===== config.mk =====
export PLATFORM = sky130hd
export DESIGN_NAME = sdc_reg_arbiter_flat
export DESIGN_NICKNAME = d
export VERILOG_FILES = /design/src/rtl/sdc_reg_arbiter_if.sv /design/src/rtl/sdc_reg_arbiter.sv /design/src/flat_wrapper.sv
export SDC_FILE = /design/constraint.sdc
export NUM_CORES = 1
export LEC_CHECK = 0
export ABC_AREA = 1
export CAP_MARGIN = 10
export CORE_MARGIN = 10
export CORE_UTILIZATION = 30
export CTS_CLUSTER_DIAMETER = 80
export CTS_CLUSTER_SIZE = 8
export DETAILED_ROUTE_END_ITERATION = 16
export PLACE_DENSITY = 0.59
export SYNTH_ARGS = -nofsm -noshare
export SYNTH_HDL_FRONTEND = slang
export SYNTH_SLANG_ARGS = --single-unit

===== constraint.sdc =====
create_clock -name clk_i -period 2.7 [get_ports clk_i]
set_input_delay 0.27 -clock clk_i [delete_from_list [all_inputs] [get_ports clk_i]]
set_output_delay 0.27 -clock clk_i [all_outputs]
set_load 0.01 [all_outputs]

===== src/rtl/sdc_reg_arbiter_if.sv =====
// rtl/sdc_reg_arbiter_if.sv - register-port bus shared by the SD register arbiter masters and controller
// One instance per port: master drives the request, slave returns readdata and the completion strobe.
interface sdc_reg_arbiter_if;
  logic [7:0]  address;
  logic [31:0] writedata;
  logic [3:0]  byteenable;
  logic        write;
  logic        read;
  logic        chipselect;
  logic [31:0] readdata;
  logic        waitrequest_n;

  modport master (
    output address, writedata, byteenable, write, read, chipselect,
    input  readdata, waitrequest_n
  );

  modport slave (
    input  address, writedata, byteenable, write, read, chipselect,
    output readdata, waitrequest_n
  );
endinterface


===== src/rtl/sdc_reg_arbiter.sv =====
// rtl/sdc_reg_arbiter.sv - two-master round-robin arbiter onto the SD controller register port
// Optional watchdog on a stalled controller is built when SDC_ARB_TIMEOUT_EN is defined.
module sdc_reg_arbiter (
  input  logic              clk_i,
  input  logic              rst_i,
  sdc_reg_arbiter_if.slave  m0,
  sdc_reg_arbiter_if.slave  m1,
  sdc_reg_arbiter_if.master s,
  output logic [1:0]        grant_o,
  output logic              timeout_o
);

  typedef enum logic [1:0] {IDLE = 2'd0, BUSY = 2'd1, RELEASE = 2'd2} state_t;

  state_t      state_q, state_d;
  logic        owner_q, owner_d;
  logic [7:0]  addr_q, addr_d;
  logic [31:0] wdata_q, wdata_d;
  logic [3:0]  be_q, be_d;
  logic        rd_q, rd_d;
  logic        wr_q, wr_d;
  logic        strobe0_q, strobe0_d;
  logic        strobe1_q, strobe1_d;
  logic [31:0] rdata0_q, rdata0_d;
  logic [31:0] rdata1_q, rdata1_d;

  logic        req0, req1, pick_m1, ack, tmo_fire, done;
  logic [31:0] done_data;

  assign req0 = m0.chipselect & (m0.read | m0.write);
  assign req1 = m1.chipselect & (m1.read | m1.write);
  assign ack  = s.waitrequest_n;
  // owner_q doubles as the round-robin pointer: it still names the last winner while idle
  assign pick_m1 = req1 & (~req0 | ~owner_q);
  assign done = (state_q == BUSY) & (ack | tmo_fire);

  always_ff @(posedge clk_i) begin
    if (rst_i) begin
      state_q   <= IDLE;
      owner_q   <= 1'b1;
      addr_q    <= '0;
      wdata_q   <= '0;
      be_q      <= '0;
      rd_q      <= 1'b0;
      wr_q      <= 1'b0;
      strobe0_q <= 1'b0;
      strobe1_q <= 1'b0;
      rdata0_q  <= '0;
      rdata1_q  <= '0;
    end else begin
      state_q   <= state_d;
      owner_q   <= owner_d;
      addr_q    <= addr_d;
      wdata_q   <= wdata_d;
      be_q      <= be_d;
      rd_q      <= rd_d;
      wr_q      <= wr_d;
      strobe0_q <= strobe0_d;
      strobe1_q <= strobe1_d;
      rdata0_q  <= rdata0_d;
      rdata1_q  <= rdata1_d;
    end
  end

  always_comb begin
    state_d = state_q;
    case (state_q)
      IDLE:    if (req0 | req1) state_d = BUSY;
      BUSY:    if (ack | tmo_fire) state_d = RELEASE;
      RELEASE: state_d = IDLE;
      default: state_d = IDLE;
    endcase
  end

  always_comb begin
    owner_d   = owner_q;
    addr_d    = addr_q;
    wdata_d   = wdata_q;
    be_d      = be_q;
    rd_d      = rd_q;
    wr_d      = wr_q;
    strobe0_d = 1'b0;
    strobe1_d = 1'b0;
    rdata0_d  = rdata0_q;
    rdata1_d  = rdata1_q;
    done_data = ack ? (rd_q ? s.readdata : 32'h0) : 32'hDEADBEEF;

    if (state_q == IDLE && (req0 | req1)) begin
      owner_d = pick_m1;
      // read wins when a master sets both qualifiers
      if (pick_m1) begin
        addr_d  = m1.address;
        wdata_d = m1.writedata;
        be_d    = m1.byteenable;
        rd_d    = m1.read;
        wr_d    = m1.write & ~m1.read;
      end else begin
        addr_d  = m0.address;
        wdata_d = m0.writedata;
        be_d    = m0.byteenable;
        rd_d    = m0.read;
        wr_d    = m0.write & ~m0.read;
      end
    end

    if (done) begin
      if (owner_q) begin
        strobe1_d = 1'b1;
        rdata1_d  = done_data;
      end else begin
        strobe0_d = 1'b1;
        rdata0_d  = done_data;
      end
    end
  end

  always_comb begin
    s.chipselect    = (state_q == BUSY);
    s.read          = (state_q == BUSY) & rd_q;
    s.write         = (state_q == BUSY) & wr_q;
    s.address       = addr_q;
    s.writedata     = wdata_q;
    s.byteenable    = be_q;
    grant_o         = (state_q == BUSY) ? (owner_q ? 2'b10 : 2'b01) : 2'b00;
    m0.waitrequest_n = strobe0_q;
    m0.readdata      = rdata0_q;
    m1.waitrequest_n = strobe1_q;
    m1.readdata      = rdata1_q;
  end

`ifdef SDC_ARB_TIMEOUT_EN
  logic [7:0] count_q, count_d;
  logic       timeout_q, timeout_d;

  // an ack landing on the final count takes precedence over the watchdog
  assign tmo_fire  = (state_q == BUSY) & (count_q == 8'hFF) & ~ack;
  assign timeout_o = timeout_q;

  always_comb begin
    count_d   = count_q;
    timeout_d = timeout_q | tmo_fire;
    if (state_q != BUSY) count_d = '0;
    else if (count_q != 8'hFF) count_d = count_q + 8'd1;
  end

  always_ff @(posedge clk_i) begin
    if (rst_i) begin
      count_q   <= '0;
      timeout_q <= 1'b0;
    end else begin
      count_q   <= count_d;
      timeout_q <= timeout_d;
    end
  end
`else
  assign tmo_fire  = 1'b0;
  assign timeout_o = 1'b0;
`endif

endmodule


===== src/flat_wrapper.sv =====
// flat-port wrapper written by rule: the top's interface ports become plain ports
module sdc_reg_arbiter_flat 
  (clk_i, rst_i, grant_o, timeout_o, m0_address, m0_writedata, m0_byteenable, m0_write, m0_read, m0_chipselect, m0_readdata, m0_waitrequest_n, m1_address, m1_writedata, m1_byteenable, m1_write, m1_read, m1_chipselect, m1_readdata, m1_waitrequest_n, s_address, s_writedata, s_byteenable, s_write, s_read, s_chipselect, s_readdata, s_waitrequest_n);
  sdc_reg_arbiter_if m0_i ();
  sdc_reg_arbiter_if m1_i ();
  sdc_reg_arbiter_if s_i ();
  input  logic clk_i;
  input  logic rst_i;
  output logic [1:0] grant_o;
  output logic timeout_o;
  input wire logic [$bits(m0_i.address)-1:0] m0_address;
  input wire logic [$bits(m0_i.writedata)-1:0] m0_writedata;
  input wire logic [$bits(m0_i.byteenable)-1:0] m0_byteenable;
  input wire logic [$bits(m0_i.write)-1:0] m0_write;
  input wire logic [$bits(m0_i.read)-1:0] m0_read;
  input wire logic [$bits(m0_i.chipselect)-1:0] m0_chipselect;
  output wire logic [$bits(m0_i.readdata)-1:0] m0_readdata;
  output wire logic [$bits(m0_i.waitrequest_n)-1:0] m0_waitrequest_n;
  input wire logic [$bits(m1_i.address)-1:0] m1_address;
  input wire logic [$bits(m1_i.writedata)-1:0] m1_writedata;
  input wire logic [$bits(m1_i.byteenable)-1:0] m1_byteenable;
  input wire logic [$bits(m1_i.write)-1:0] m1_write;
  input wire logic [$bits(m1_i.read)-1:0] m1_read;
  input wire logic [$bits(m1_i.chipselect)-1:0] m1_chipselect;
  output wire logic [$bits(m1_i.readdata)-1:0] m1_readdata;
  output wire logic [$bits(m1_i.waitrequest_n)-1:0] m1_waitrequest_n;
  output wire logic [$bits(s_i.address)-1:0] s_address;
  output wire logic [$bits(s_i.writedata)-1:0] s_writedata;
  output wire logic [$bits(s_i.byteenable)-1:0] s_byteenable;
  output wire logic [$bits(s_i.write)-1:0] s_write;
  output wire logic [$bits(s_i.read)-1:0] s_read;
  output wire logic [$bits(s_i.chipselect)-1:0] s_chipselect;
  input wire logic [$bits(s_i.readdata)-1:0] s_readdata;
  input wire logic [$bits(s_i.waitrequest_n)-1:0] s_waitrequest_n;
  assign m0_i.address = m0_address;
  assign m0_i.writedata = m0_writedata;
  assign m0_i.byteenable = m0_byteenable;
  assign m0_i.write = m0_write;
  assign m0_i.read = m0_read;
  assign m0_i.chipselect = m0_chipselect;
  assign m0_readdata = m0_i.readdata;
  assign m0_waitrequest_n = m0_i.waitrequest_n;
  assign m1_i.address = m1_address;
  assign m1_i.writedata = m1_writedata;
  assign m1_i.byteenable = m1_byteenable;
  assign m1_i.write = m1_write;
  assign m1_i.read = m1_read;
  assign m1_i.chipselect = m1_chipselect;
  assign m1_readdata = m1_i.readdata;
  assign m1_waitrequest_n = m1_i.waitrequest_n;
  assign s_address = s_i.address;
  assign s_writedata = s_i.writedata;
  assign s_byteenable = s_i.byteenable;
  assign s_write = s_i.write;
  assign s_read = s_i.read;
  assign s_chipselect = s_i.chipselect;
  assign s_i.readdata = s_readdata;
  assign s_i.waitrequest_n = s_waitrequest_n;
  sdc_reg_arbiter u_core (.clk_i(clk_i), .rst_i(rst_i), .m0(m0_i), .m1(m1_i), .s(s_i), .grant_o(grant_o), .timeout_o(timeout_o));
endmodule

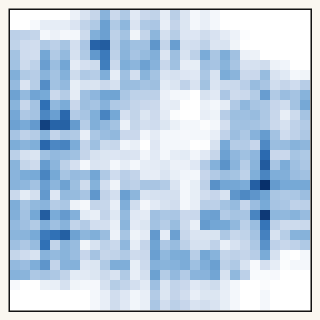
**Above:** run 1 (routed metal per tile).
(2 px per µm) 30 x 30 tiles, from white (low) to dark blue (high), scaled to the fullest tile. Values are wire area over tile area, all layers added.
mean over tiles: 0.14
nearly empty tiles: 11%
tiles over half the peak: 11%
fullest tile: 0.53
vias post-DR: 5358
Routed WL per cell: 16.3 µm
All-Layer GR Usage: 17.0%

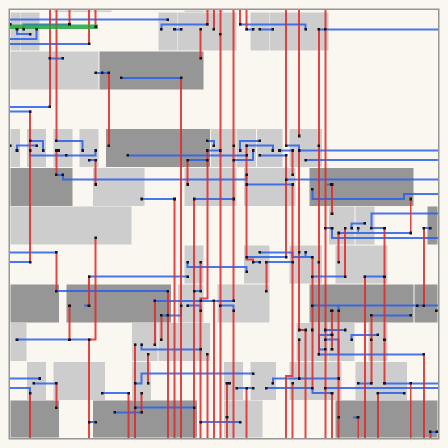
**Above:** run 1 (zoomed window).
Window x 60 to 90, y 30 to 60 µm. Cells in grey, sequential cells in the stronger grey; small squares are vias.
| colour | layer |
|---|---|
| green | metal 3 |
| red | metal 2 |
| blue | metal 1 |
sequential cells in the window: 8
netlist names of flops here include: u_core.m0.readdata (3), u_core.m1.readdata (3)
cells with their middle in the window: 49
most frequent: clkdlybuf4s50_1 (9), dfxtp_1 (7), nand2_1 (6)

==> impl_metrics.py, run 1 <==
# Auto-generated metrics
metrics = {
    "yosys": {
        "synth_cells": 734,
        "synth_cell_types": 21,
        "synth_area_per_cell_um2": 6.93,
        "yosysCellCount": 734,
        "synth_warnings": 0,
        "seq_area_frac_synth_pct": 45.3,
        "synthesis.nets": 863,
        "synth_flops": 115,
        "yosys_area_um2": 5080,
        "netlist_area_um2": 5080,
    },
    "worst_setup_path": {
        "cp-start-kind": "register",
        "critPathMaxStageDelay_ps": 630,
        "crit_chain": "inv_2 -> nor2_4 -> clkdlybuf4s50_1",
        "cp_max_fo": 12,
        "critPathRequiredTime_ps": 2430,
        "path_delay_family": "buffers and inverters",
        "critPathBufInv": 2,
        "regToRegSetupSlack_ps": 820,
        "crit_type": "reg2out",
        "cp-end-kind": "primary output",
        "arrival_ps": 2000,
        "crit_slowest_cell": "clkdlybuf4s50_1",
        "crit_path_start": "u_core.owner_q",
    },
    "flow_run": {
        "tool_warnings": 26,
        "cap_viol_max_count": 0,
    },
    "power_and_ir_drop": {
        "p_total_mw": 5.30,
        "switchingPower_mw": 1.36,
        "p_sw_share_pct": 25.6,
        "seqPwrFrac_pct": 35.5,
        "pwr-share-comb_pct": 19.0,
        "clkPwrFrac_pct": 45.5,
        "p_int_mw": 3.95,
        "power.density_nw_per_um2": 640,
        "cellLeakagePower_nw": 3.51,
        "vdd_drop_max_mv": 0.413,
    },
    "finish": {
        "layout.cells.most_common": "clkdlybuf4s50_1",
        "layout_top_cells": "242 x clkdlybuf4s50_1, 157 x nand2_1, 114 x dfxtp_1, 109 x a21oi_1, 103 x inv_1",
        "fin_nets": 1085,
        "fillCellCount": 1705,
        "drive_above_1_share_pct": 5.88,
        "syn_to_final_growth_pct": 62.9,
        "antenna_cells": 0,
    },
    "placed_design": {
        "dp_hpwl_mm": 14.4,
        "place_congestion": 0.749,
        "portBuffers": 243,
    },
    "status": {
        "status": "finished, final reports clean",
    },
    "floorplan": {
        "die_h_um": 150,
        "io_pins": 245,
        "design.core.area_um2": 16600,
        "rows": 47,
        "die_area_um2": 22600,
        "fp_util_pct": 30.7,
        "die_x_um": 150,
    },
    "routing": {
        "ant_nets": 0,
        "first_iter_violations": 185,
        "via_per_inst": 4.51,
        "drc": 0,
        "drt_first_pass_iters": 5,
    },
    "final_timing": {
        "fin_crit_sh_pct": 83.9,
        "setup_viol": 0,
        "report.final.slew_viol_count": 0,
        "worst_pin_slew_ps": 861,
        "hold_violations": 0,
        "grt_setup_unrepaired": "no",
        "clock_skew_ps": 6.45,
        "max_freq_ghz": 0.441,
        "period_minus_slack_ps": 2270,
        "setup-tns-final_ps": 0,
    },
    "clock_network": {
        "cts_tree": "done",
        "cts.clk_slew.worst_paths_ps": 50,
        "htreeDepth": 4,
        "cts_root_buf": "clkbuf_16",
        "cts_buffers": 17,
        "cts_setup_buffers": 0,
        "worstSkewPairLatency_ps": 410,
        "cts_resized": 0,
        "cts_buffer_depth": 2,
        "postCtsHoldBufs": 0,
    },
    "global_routing": {
        "overflow": 0,
        "grt_max_degree": 47,
        "first_global_vias": 5394,
        "grt_pass1_wl_mm": 30.1,
    },
    "min_path": {
        "hold_path_class": "in2reg",
        "hold_path.startpoint": "rst_i",
    },
}
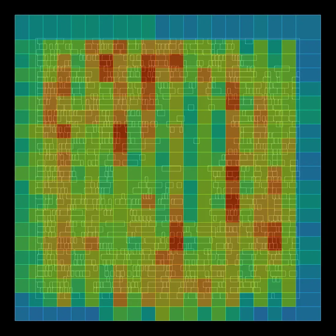
**Above:** run 1 (routing congestion).
fin util: 50.0%
GRT Max-Usage Layer: met2
grt met3 use: 8.49%
met1 GRT Util: 19.0%
met2 global-route usage: 27.7%

[run 1: through the flow]
stage	worst slack, ps	hold WS (ps)	instances	cell area [µm²]	util (%)
after floorplan	1440	415	734	5080	-
after global routing	317	266	1189	8290	50.0
after CTS	368	240	1189	8290	50.0
final	434	258	1189	8290	50.0
after global placement	684	449	1157	7650	46.1
after detailed placement	662	452	1157	7650	46.1
[run 1: logic make-up after synthesis]
| logic type | synth area share [%] |
|---|---|
| compound gates | 13.6 |
| buf+inv | 13.2 |
| simple gates | 27.9 |
| flops | 45.3 |
| other cells | 0.0737 |
[run 1: layout make-up]
cell class              count  area, µm²  share of cell area [%]
repair buffers            258       2550                    30.8
flip-flops and latches    115       2300                    27.8
multi-input cells         458       2120                    25.5
clock buffers              23        488                    5.89
inverters                 106        398                    4.80
well taps                 220        275                    3.32
clock inverters             9        150                    1.81
[run 1: cell usage after synthesis, drive strengths merged]
library cell | number | area [µm²]
a21oi | 109 | 546
nor2 | 47 | 201
o21ai | 26 | 130
o211ai | 1 | 7.51
conb | 1 | 3.75
clkbuf | 29 | 109
nand4 | 24 | 150
buf | 26 | 163
dfxtp | 115 | 2300
inv | 106 | 398
nand3 | 90 | 463
o21a | 1 | 7.51
nand2 | 159 | 604
[run 1: final timing paths]
| kind | depth (start not counted) | end |
|---|---|---|
| worst min-delay path | 2 | u_core.m1.waitrequest_n |
| worst max-delay path | 3 | grant_o[1] |
| worst min register to register | 2 | u_core.m1.readdata[9] |
| worst max register to register | 6 | u_core.m1.readdata[21] |
[run 1: power by group through the flow]
stage / sequential, mW / clock [mW] / combinational [mW]
floorplan: 1.95 / 0 / 0.438
global route: 1.90 / 2.54 / 1.12
detailed placement: 1.91 / 0 / 1.02
global placement: 1.91 / 0 / 1.02
finish: 1.88 / 2.41 / 1.01
CTS: 1.88 / 2.47 / 1.02
[run 1: sequential cells by signal, indices dropped and copies added, names as in the netlist]
register and count:
u_core.m0.waitrequest_n 1, u_core.m0.readdata 32, u_core.s.writedata 32, u_core.rd_q 1, u_core.owner_q 1, u_core.state_q 2, u_core.wr_q 1, u_core.s.byteenable 4
u_core.m1.readdata 32, u_core.s.address 8, u_core.m1.waitrequest_n 1
[run 1: layer usage]
layer,track usage [%],wire length (µm),share of wire [%],vias to the layer above
li1,-,-,-,2786
met1,19.0,7810,40,2346
met2,27.7,9020,47,206
met3,8.49,2320,12,20
met4,5.20,240,1.2,0
met5,0,0,0,-
==> run 2, diff against run 1 <==
clock period = 2.4 ns   (was 2.7 ns; I/O delays follow)
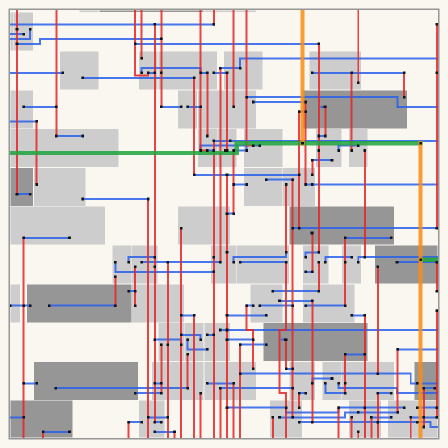
**Above:** run 2 (zoomed window).
Window x 60 to 90, y 30 to 60 µm. Cells in grey, sequential cells in the stronger grey; small squares are vias.
| colour | layer |
|---|---|
| orange | metal 4 |
| blue | metal 1 |
| red | metal 2 |
| green | metal 3 |
netlist names of flops here include: u_core.m1.readdata (4), u_core.m0.readdata (2)
sequential cells in the window: 7
most frequent: clkdlybuf4s50_1 (9), dfxtp_1 (7), a21oi_1 (6)
cells with their middle in the window: 49

==> run 2 against run 1 <==
Area after synthesis stayed put. Combinational power is about 10% higher. Cell count stayed put. Register-to-register slack worse by 220 ps. Critical path depth stayed put. Worst setup slack worse by 270 ps. Flip-flop count stayed put. First-iteration DRC count is 36% higher. Critical endpoint unchanged. Largest cell class unchanged.
==> impl_metrics.py, run 2 <==
# Auto-generated metrics
metrics = {
    "status": {
        "status": "finished, final reports clean",
    },
    "yosys": {
        "synth.top_cells.by_count": "158 x nand2_1, 115 x dfxtp_1, 109 x a21oi_1",
        "top_logic_kind": "simple AND/OR/NAND/NOR gates",
        "ff_type": "dfxtp_1",
        "synthesis.nets": 863,
        "synthArstFlopShare_pct": 0,
        "yosys_area_um2": 5080,
        "enable_flop_cells": 0,
        "synth_warnings": 0,
        "synth_flops": 115,
        "ys_sh_simple_pct": 27.9,
        "synthTopCellsByArea": "dfxtp_1 45%, nand2_1 12%, a21oi_1 11%",
        "fa_ha_area_share_pct": 0,
        "netlist_area_um2": 5080,
    },
    "final_timing": {
        "period_minus_slack_ps": 2240,
        "hold_slack_ps": 351,
        "setup-tns-final_ps": 0,
        "worst_pin_slew_ps": 791,
        "max_freq_ghz": 0.447,
        "setup_viol": 0,
        "grt_setup_unrepaired": "no",
    },
    "placed_design": {
        "portBuffers": 243,
        "place_congestion": 0.762,
        "dpl_cell_area_um2": 7680,
    },
    "clock_network": {
        "cts_tree": "done",
        "cts_buffer_depth": 2,
        "cts_root_buf": "clkbuf_16",
        "cts_setup_buffers": 0,
        "cts.clk_slew.worst_paths_ps": 50,
        "postCtsHoldBufs": 0,
        "cts_buffers": 17,
        "htreeDepth": 4,
        "cts_resized": 0,
        "worstSkewPairLatency_ps": 410,
    },
    "worst_setup_path": {
        "reg2reg_to": "u_core.m1.readdata[7]",
        "crit_chain": "inv_2 -> nor2_4 -> clkdlybuf4s50_1",
        "regToRegSetupSlack_ps": 600,
        "reg2reg_depth": 6,
        "critPathMaxStageDelay_ps": 680,
        "cp-end-kind": "primary output",
        "arrival_ps": 2000,
        "critPathRequiredTime_ps": 2160,
        "cp-start-kind": "register",
    },
    "floorplan": {
        "fp_util_pct": 30.7,
        "die_x_um": 150,
        "rows": 47,
        "die_h_um": 150,
        "die_area_um2": 22600,
    },
    "finish": {
        "syn_to_final_growth_pct": 63.1,
        "fin_area_um2": 8290,
        "layout_top_cells": "242 x clkdlybuf4s50_1, 157 x nand2_1, 114 x dfxtp_1, 109 x a21oi_1, 103 x inv_1",
        "antenna_cells": 0,
        "logic_area_um2": 2120,
        "fillCellCount": 1654,
        "fin_nets": 1085,
        "drive_above_1_share_pct": 5.99,
    },
    "power_and_ir_drop": {
        "p_sw_share_pct": 27.2,
        "cellLeakagePower_nw": 3.51,
        "power.density_nw_per_um2": 703,
    },
    "routing": {
        "drc": 0,
        "ant_nets": 0,
        "via_per_inst": 4.52,
    },
    "global_routing": {
        "overflow": 0,
    },
    "min_path": {
        "hold_path.startpoint": "rst_i",
        "hold_path_end": "u_core.state_q[0]",
    },
}
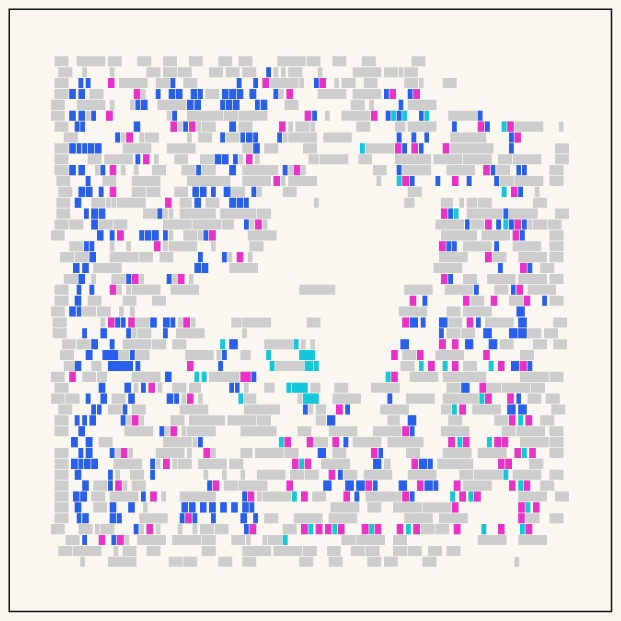
**Above:** run 2 (gate families picked out).
(4 px per µm)
| colour | family | cells | most used |
|---|---|---|---|
| magenta | aoi and oai cells | 136 | a21oi_1 |
| blue | nand cells | 273 | nand2_1 |
| cyan | nor cells | 47 | nor2_1 |
most used logic cell in the final layout: clkdlybuf4s50_1
count of non-filler cells in the finished layout: 1189
fraction of area in multi-input gates: 25.5%

[run 2: cell counts after synthesis]
No cell type changed its count.
[run 2: worst max-delay path by stage]
stage                            end  cells after the start               from
3_5_place_dp   u_core.m1.readdata[7]                      6    s_waitrequest_n
4_1_cts                   grant_o[1]                      3     u_core.owner_q
6_report                  grant_o[1]                      3     u_core.owner_q
5_1_grt                   grant_o[1]                      3     u_core.owner_q
2_1_floorplan  u_core.m0.readdata[0]                      8  u_core.state_q[0]
3_3_place_gp              grant_o[1]                      3     u_core.owner_q
[run 2: layout make-up]
type | instances | share of cell area [%]
tap | 220 | 3.32
multi-input combinational | 458 | 25.5
inverter | 106 | 4.80
timing repair buffer | 258 | 31.3
clock buffer | 18 | 5.18
clock inverter | 14 | 2.16
sequential | 115 | 27.8
[run 2: worst max-delay path, delay by kind of cell (launching register included)]
kind	cells	cell delay (ps)
and+or+nand+nor	1	280
DFF	1	550
buffers and inverters	2	760
[run 2: power groups by stage]
stage | sequential [mW] | combinational, mW | clock, mW
floorplan | 2.19 | 0.493 | 0
global placement | 2.14 | 1.17 | 0
detailed placement | 2.14 | 1.16 | 0
CTS | 2.10 | 1.17 | 2.66
global route | 2.12 | 1.27 | 2.72
finish | 2.10 | 1.15 | 2.58
[run 2: stage by stage]
stage                     instances  util [%]  power, mW  setup slack, ps
after global routing           1189      50.0       6.11             74.8
after CTS                      1189      50.0       5.93              122
after detailed placement       1157      46.3       3.30              528
after floorplan                 734         -       2.68             1140
final                          1189      50.0       5.83              162
after global placement         1157      46.3       3.30              590
[run 2: cells by family (layout without fill, tap and decap cells)]
family / Yosys count / after routing
other cells: 1 / 1
simple gates: 320 / 320
compound gates: 137 / 137
flops: 115 / 115
buf+inv: 161 / 396
[run 2: metal layers]
layer	vias up	part of all wire [%]	global-route usage (%)
met5	-	0	0
met4	0	0.93	4.86
met3	11	11	8.19
met2	199	46	26.3
met1	2378	42	19.5
li1	2783	-	-
==> run 3, diff against run 2 <==
ABC_AREA = unset   (was 1)
PLACE_DENSITY = 0.62   (was 0.59)
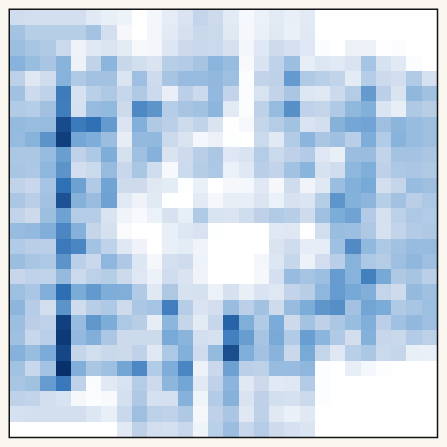
**Above:** run 3 (routed metal per tile).
(3 px per µm) 28 x 28 tiles, from white (low) to dark blue (high), scaled to the fullest tile. Values are wire area over tile area, all layers added.
tiles over half the peak: 7.7%
nearly empty tiles: 13%
mean over tiles: 0.16
Routed WL per cell: 18.7 µm
vias post-DR: 4962
Total Routed Length: 18.2 mm
All-Layer GR Usage: 17.4%

==> run 3 against run 2 <==
Count of clock-buffer cells in the layout up 8. Non-clock buffer count rose by 2. Hold slack gained 28 ps. Fmax is 0.24% lower. First-iteration DRC count grew 4.4%. Clock power is 2% lower. Power down 3.9%. Sequential power barely moved. Critical path type unchanged. Largest power group unchanged.
==> impl_metrics.py, run 3 <==
# Auto-generated metrics
metrics = {
    "status": {
        "status": "finished, final reports clean",
    },
    "clock_network": {
        "cts_resized": 0,
        "cts_setup_buffers": 0,
        "cts_buffer_depth": 2,
        "htreeDepth": 4,
        "cts.clk_slew.worst_paths_ps": 50,
        "cts_buffers": 17,
        "cts_tree": "done",
        "worstSkewPairLatency_ps": 410,
        "cts_root_buf": "clkbuf_16",
    },
    "final_timing": {
        "grt_setup_unrepaired": "no",
        "worst_pin_slew_ps": 1070,
        "period_minus_slack_ps": 2240,
        "setup_viol": 0,
    },
    "yosys": {
        "yosys_area_um2": 4480,
        "synth_area_per_cell_um2": 8.06,
        "netlist_area_um2": 4480,
        "synth_warnings": 0,
        "synth_flops": 115,
        "top_cell": "a21oi_1",
        "synth_top_area_share_pct": 51.4,
        "synth.top_cells.by_count": "130 x a21oi_1, 115 x dfxtp_1, 95 x nand2_1",
        "synthArstFlopShare_pct": 0,
        "ff_type": "dfxtp_1",
    },
    "global_routing": {
        "grt_max_degree": 76,
        "grt_pass1_wl_mm": 27.9,
        "first_global_vias": 5096,
    },
    "placed_design": {
        "dpl.cell_count": 945,
        "place_congestion": 0.798,
        "dp_hpwl_mm": 13.6,
    },
    "finish": {
        "drive_above_1_share_pct": 6.32,
        "fillCellCount": 1372,
        "logic_area_um2": 1910,
    },
    "min_path": {
        "hold_path.startpoint": "m0_writedata[23]",
        "holdPathStages": 3,
    },
    "floorplan": {
        "fp_util_pct": 30.7,
        "io_pins": 245,
        "die_h_um": 142,
        "die_area_um2": 20200,
        "rows": 44,
    },
    "worst_setup_path": {
        "critPathBufInv": 2,
        "cp-end-kind": "primary output",
        "crit_chain": "nor2b_1 -> buf_4 -> nor2b_1 -> clkdlybuf4s50_1",
        "reg2reg_to": "u_core.m1.readdata[6]",
        "critPathRequiredTime_ps": 2160,
    },
    "power_and_ir_drop": {
        "vdd_drop_max_mv": 0.433,
    },
    "routing": {
        "ant_nets": 0,
        "first_iter_violations": 262,
        "drc": 0,
        "drt_first_pass_iters": 4,
    },
}
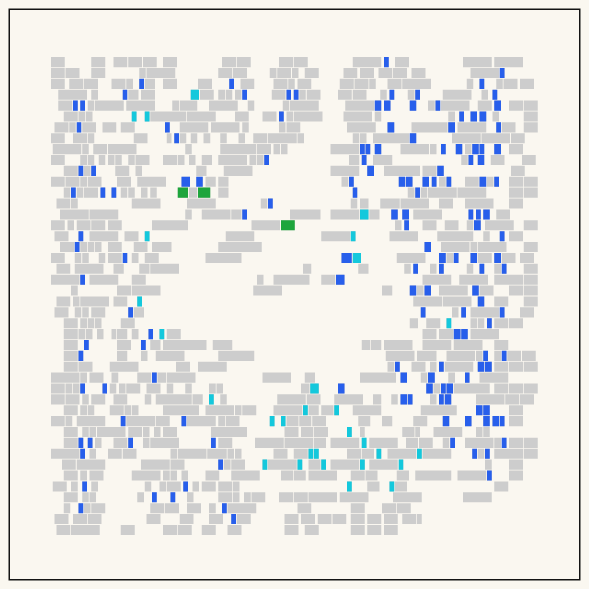
**Above:** run 3 (gate families picked out).
(4 px per µm)
| colour | family | cells |
|---|---|---|
| green | non-inverting ao/oa cells | 3 |
| blue | nand cells | 148 |
| cyan | nor cells | 29 |
count of non-filler cells in the finished layout: 975
fraction of area in multi-input gates: 25.1%

[run 3: netlist changes by cell type after synthesis, moves of 10 or more]
cell | before | now
inv_1 | 103 | 1
nand4_1 | 24 | 0
nand2_1 | 158 | 95
nand3_1 | 89 | 50
buf_2 | 16 | 26
o21ai_0 | 26 | 37
a21oi_1 | 109 | 130
a32oi_1 | 0 | 16
nor2_1 | 43 | 26
[run 3: kinds of logic after synthesis]
group	synth area share (%)
compound gates	24.7
simple gates	17.6
flops	51.4
buf+inv	6.25
other cells	0.0837
[run 3: tightest hold or removal path: stages]
cell and delay, ps:
clkdlybuf4s50_1 400, nand2_1 60, a21oi_1 50
[run 3: area by class of cell]
type | instances | area share (%)
Multi-Input combinational cell | 385 | 25.1
Tap cell | 184 | 3.02
Sequential cell | 115 | 30.2
Inverter | 1 | 0.0493
Clock buffer | 26 | 6.82
Clock inverter | 4 | 0.920
Timing Repair Buffer | 260 | 33.9
[run 3: worst max-delay path by stage]
stage                      startpoint                      to  cells after the start
floorplan              u_core.owner_q     u_core.s.address[6]                      6
global placement      s_waitrequest_n  u_core.m0.readdata[17]                      6
detailed placement    s_waitrequest_n  u_core.m0.readdata[29]                      6
CTS                 u_core.state_q[0]              grant_o[0]                      4
global route        u_core.state_q[0]              grant_o[0]                      4
finish              u_core.state_q[0]              grant_o[0]                      4
[run 3: metrics by stage]
stage	area, µm²	utilization [%]	power (mW)	hold WS (ps)	worst slack [ps]
3_5_place_dp	7030	48.2	3.12	447	440
4_1_cts	7620	52.2	5.65	362	107
5_1_grt	7620	52.2	5.85	379	33.5
6_report	7620	52.2	5.61	380	157
2_1_floorplan	4480	-	2.54	374	1080
3_3_place_gp	7030	48.2	3.11	441	482
[run 3: metal layers]
layer	wire length, µm	GRT usage [%]	share of wire [%]
met5	0	0	0
met4	370	6.51	2.0
met3	2650	10.2	15
met2	8160	27.5	45
met1	7040	18.8	39
[run 3: power by group]
group / internal (mW) / switching, mW / total, mW
clock network: 1.68 / 0.845 / 2.52
registers: 2.03 / 0.0695 / 2.10
logic: 0.510 / 0.478 / 0.988
total: 4.21 / 1.39 / 5.61
No activity file was given, so power comes from the tool's default toggle rates.
